`config.mk`:
```
export PLATFORM = sky130hd
export DESIGN_NAME = nibble_packer
export DESIGN_NICKNAME = d
export VERILOG_FILES = /design/src/rtl/nibble_packer_pkg.sv /design/src/rtl/nibble_packer.sv
export SDC_FILE = /design/constraint.sdc
export NUM_CORES = 1
export LEC_CHECK = 0
export CORE_MARGIN = 2
export CORE_UTILIZATION = 24
export CTS_BUF_LIST = sky130_fd_sc_hd__clkbuf_4 sky130_fd_sc_hd__clkbuf_8 sky130_fd_sc_hd__clkbuf_16
export DETAILED_ROUTE_END_ITERATION = 16
export PLACE_DENSITY_LB_ADDON = 0.3
export RECOVER_POWER = 50
export SETUP_SLACK_MARGIN = 0.15
export SLEW_MARGIN = 20
export SYNTH_ARGS = -nofsm -noshare
export SYNTH_HDL_FRONTEND = slang
export SYNTH_SLANG_ARGS = --single-unit
```
`constraint.sdc`:
```
create_clock -name CLK -period 5.85 [get_ports CLK]
set_input_delay 1.17 -clock CLK [delete_from_list [all_inputs] [get_ports CLK]]
set_output_delay 1.17 -clock CLK [all_outputs]
set_load 0.02 [all_outputs]
```
`src/rtl/nibble_packer_pkg.sv`:
```
// Shared definitions for the nibble packer: nibble width, default word depth
// and the FSM state encoding.
package nibble_packer_pkg;

  localparam int unsigned NIB_W        = 4;
  localparam int unsigned NNIB_DEFAULT = 8;
  localparam int unsigned CNT_W        = 4;

  typedef enum logic {
    FILL = 1'b0,
    PEND = 1'b1
  } state_e;

endpackage

```
`src/rtl/nibble_packer.sv`:
```
// Packs a stream of nibbles LSB-first into NNIB-nibble words, with an early
// close on IN_LAST, a fill accumulator and a one-entry output register.
module nibble_packer #(
  parameter int unsigned NNIB  = nibble_packer_pkg::NNIB_DEFAULT,
  parameter int unsigned NIB_W = nibble_packer_pkg::NIB_W
) (
  input  logic                  CLK,
  input  logic                  RST_N,
  input  logic [NIB_W-1:0]      IN_DATA,
  input  logic                  IN_VALID,
  input  logic                  IN_LAST,
  output logic                  IN_READY,
  output logic [NNIB*NIB_W-1:0] OUT_DATA,
  output logic [3:0]            OUT_COUNT,
  output logic                  OUT_VALID,
  input  logic                  OUT_READY
);
  import nibble_packer_pkg::*;

  localparam int unsigned W = NNIB * NIB_W;

  state_e           state_q, state_d;
  logic [W-1:0]     acc_data_q, acc_data_d;
  logic [CNT_W-1:0] acc_cnt_q, acc_cnt_d;
  logic [W-1:0]     out_data_q, out_data_d;
  logic [CNT_W-1:0] out_cnt_q, out_cnt_d;
  logic             out_valid_q, out_valid_d;

  logic [W-1:0]     fill_data;
  logic [CNT_W-1:0] fill_cnt;
  logic             word_done;
  logic             out_free;
  logic             out_drain;

  always_ff @(posedge CLK or negedge RST_N) begin
    if (!RST_N) begin
      state_q     <= FILL;
      acc_data_q  <= '0;
      acc_cnt_q   <= '0;
      out_data_q  <= '0;
      out_cnt_q   <= '0;
      out_valid_q <= 1'b0;
    end else begin
      state_q     <= state_d;
      acc_data_q  <= acc_data_d;
      acc_cnt_q   <= acc_cnt_d;
      out_data_q  <= out_data_d;
      out_cnt_q   <= out_cnt_d;
      out_valid_q <= out_valid_d;
    end
  end

  always_comb begin
    state_d     = state_q;
    acc_data_d  = acc_data_q;
    acc_cnt_d   = acc_cnt_q;
    out_data_d  = out_data_q;
    out_cnt_d   = out_cnt_q;
    out_drain   = out_valid_q & OUT_READY;
    out_free    = ~out_valid_q | OUT_READY;
    // A drained word clears valid unless a new word is loaded below.
    out_valid_d = out_valid_q & ~OUT_READY;

    fill_data = acc_data_q;
    for (int unsigned k = 0; k < NNIB; k++) begin
      if (acc_cnt_q == CNT_W'(k)) begin
        fill_data[k*NIB_W +: NIB_W] = IN_DATA;
      end
    end
    fill_cnt  = acc_cnt_q + CNT_W'(1);
    word_done = IN_LAST | (acc_cnt_q == CNT_W'(NNIB - 1));

    case (state_q)
      FILL: begin
        if (IN_VALID) begin
          if (word_done && out_free) begin
            out_data_d  = fill_data;
            out_cnt_d   = fill_cnt;
            out_valid_d = 1'b1;
            acc_data_d  = '0;
            acc_cnt_d   = '0;
          end else begin
            acc_data_d = fill_data;
            acc_cnt_d  = fill_cnt;
            if (word_done) begin
              state_d = PEND;
            end
          end
        end
      end
      PEND: begin
        if (out_drain) begin
          out_data_d  = acc_data_q;
          out_cnt_d   = acc_cnt_q;
          out_valid_d = 1'b1;
          acc_data_d  = '0;
          acc_cnt_d   = '0;
          state_d     = FILL;
        end
      end
      default: state_d = FILL;
    endcase
  end

  assign IN_READY  = (state_q == FILL);
  assign OUT_DATA  = out_data_q;
  assign OUT_COUNT = out_cnt_q;
  assign OUT_VALID = out_valid_q;

endmodule
```
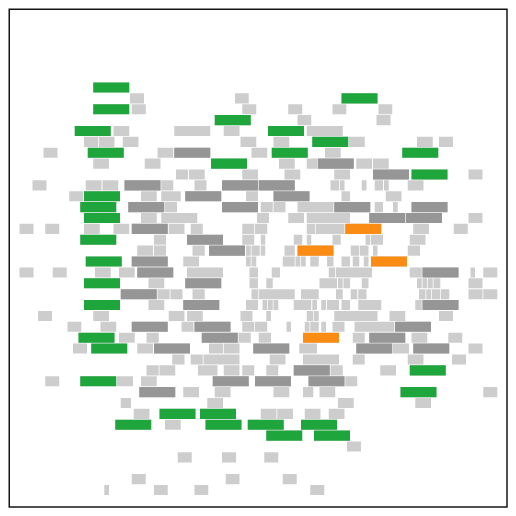
Figure 1: where the registers sit.
Scale: 4 px per µm. Other sequential cells in the stronger gray, the rest of the logic in the fainter gray.
- `OUT_DATA`: green (flops 32; where all over the die)
- `acc_cnt_q`: orange (flops 4)
- not colored: 38

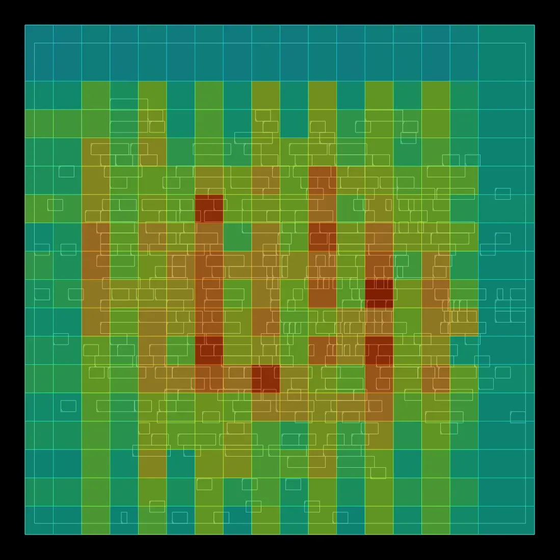
Figure 2: routing congestion.
WL/cell: 16.7 µm
GR Util met1: 16.3%
total global routing track utilization: 11.7%
busiest grt layer: met2
met3 Track Usage GR: 3.02%

==> results.rst <==
Synthesis and place-and-route
=============================

.. list-table::
   :header-rows: 1

   * - Metric
     - Value
   * - Seq pwr
     - 700 µW
   * - Chip Width
     - 124 µm
   * - Worst hold-check slack
     - 0.483 ns
   * - Xor and xnor area share after synthesis
     - 0.759%
   * - Vias in the first global route
     - 2465
   * - Synth Net Count
     - 280
   * - Relative slew margins
     - 33.8%
   * - Commonest cells after routing, fill and taps aside
     - sky130_fd_sc_hd__dfrtp_1, sky130_fd_sc_hd__mux2_2, sky130_fd_sc_hd__o2bb2ai_1
   * - Final Hold Violation Tally
     - 0
   * - Final clock period utilization by the worst path
     - 60.5%
   * - Number of design-rule violations left by the first detailed-router iteration
     - 161
   * - Filler cells
     - 1425
   * - Reg-to-reg critical path startpoint
     - acc_cnt_q[0]
   * - Fraction of layout instances using a drive strength above 1
     - 29.0%
   * - IO Pins
     - 47
   * - Fraction of area in clock buffers and inverters
     - 7.42%
   * - Total number of yosys warnings
     - 0
   * - Per-instance average area after synthesis
     - 13.0 µm²
   * - Area share of and-or/or-and cells after synthesis
     - 12.3%
   * - Setup slack of the worst register-to-register path
     - 3.00 ns
   * - Setup crit end kind
     - register
   * - Sw power
     - 643 µW
   * - Number of tap cells added at floorplan
     - 180
   * - Proportion of synthesized chip area in sequential cells
     - 53.5%
   * - Dominant cell by count in the synthesized netlist
     - sky130_fd_sc_hd__dfrtp_1
   * - Clock Tree Buf Depth
     - 2
   * - Buffers plus inverters on the worst setup path
     - 2
   * - Power per Cell Area
     - 452 nW/µm²
   * - Most used cell along the critical path
     - sky130_fd_sc_hd__nor2b_1
   * - Synth area leader
     - sky130_fd_sc_hd__dfrtp_1
   * - Worst setup path start
     - IN_VALID
   * - Area delta synth->final
     - 27.7%
   * - Number of buffer cells added on primary ports
     - 46
   * - Area of the synthesized netlist per yosys stat
     - 3460 µm²
   * - Setup repair after global routing missed its margin
     - false
   * - Async set or reset register ratio after synthesis
     - 100%
   * - Combinational power
     - 690 µW
   * - Switching Fraction
     - 32.2%
   * - TritonCTS Sinks
     - 74
   * - MUX share of area
     - 22.1%
   * - Hold Path End
     - acc_data_q[15]
   * - Die Span Y
     - 124 µm
   * - Kind of path behind the tightest hold check
     - register to register
   * - Aggregate negative setup slack
     - 0 ns
   * - Final non-filler cell area
     - 4420 µm²
   * - Pin slew with the least headroom to its limit
     - 0.979 ns
   * - Dominant flop cell
     - sky130_fd_sc_hd__dfrtp_1
   * - Synthesized registers
     - 74
   * - DR DRC count
     - 0
   * - Share of synthesized cell area in and, or, nand and nor gates
     - 6.40%
   * - Capture point of the worst reg-to-reg path
     - OUT_DATA[14]
   * - Result of the run
     - finished, final reports clean
   * - M2 GR Usage
     - 17.3%
   * - Worst-path clk slew
     - 0.06 ns
   * - Slowest stage delay, CP
     - 0.67 ns
   * - Data arrival time at the worst-slack endpoint
     - 3.75 ns
   * - Dpl ws
     - 1.89 ns
   * - Number of max-cap violations
     - 0
   * - Adder Area Share
     - 1.45%
   * - Most instantiated logic cell after routing
     - sky130_fd_sc_hd__dfrtp_1
   * - Power Internal
     - 1.35 mW
   * - Clock network fraction of design power
     - 30.4%
   * - Top cells by instance count after synthesis
     - sky130_fd_sc_hd__dfrtp_1, sky130_fd_sc_hd__mux2_2, sky130_fd_sc_hd__o2bb2ai_1
   * - Plain + repair buffers
     - 48
   * - Non-clock inverter count
     - 10
   * - Synthesized instance count
     - 267
   * - Buffer type at the clock tree root
     - sky130_fd_sc_hd__clkbuf_16
   * - Non-clock buffer share of cell area
     - 11.1%
   * - Comb area share
     - 33.7%
   * - Capturing element of the worst setup path
     - OUT_DATA[14]
   * - Cell Type Count
     - 28
   * - Layout Nets
     - 326
   * - Top-area cell share
     - 53.5%
   * - Total wire length
     - 8.29 mm
   * - Number of gates on the worst path with buffers counted
     - 6
   * - Clock Latency Late Sink
     - 0.33 ns
   * - Clk. pwr
     - 606 µW
   * - Vias
     - 2308
   * - Hold buffer count at cts
     - 0
   * - Placed insts
     - 481
   * - Multi-input comb cells
     - 170
   * - # Cells Yosys
     - 267
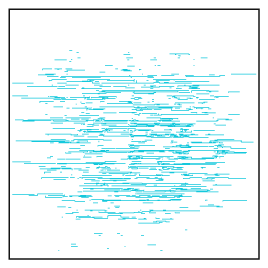
Figure 3: the metal 1 layer.
Scale: 2 px per µm.
- share of all routed wire: 48%
- nets with wire on the layer: 290
- main direction: horizontal
- longest straight run: 46.0 µm
- wire length on this layer: 4010 µm

Power and IR drop assume default switching activity.
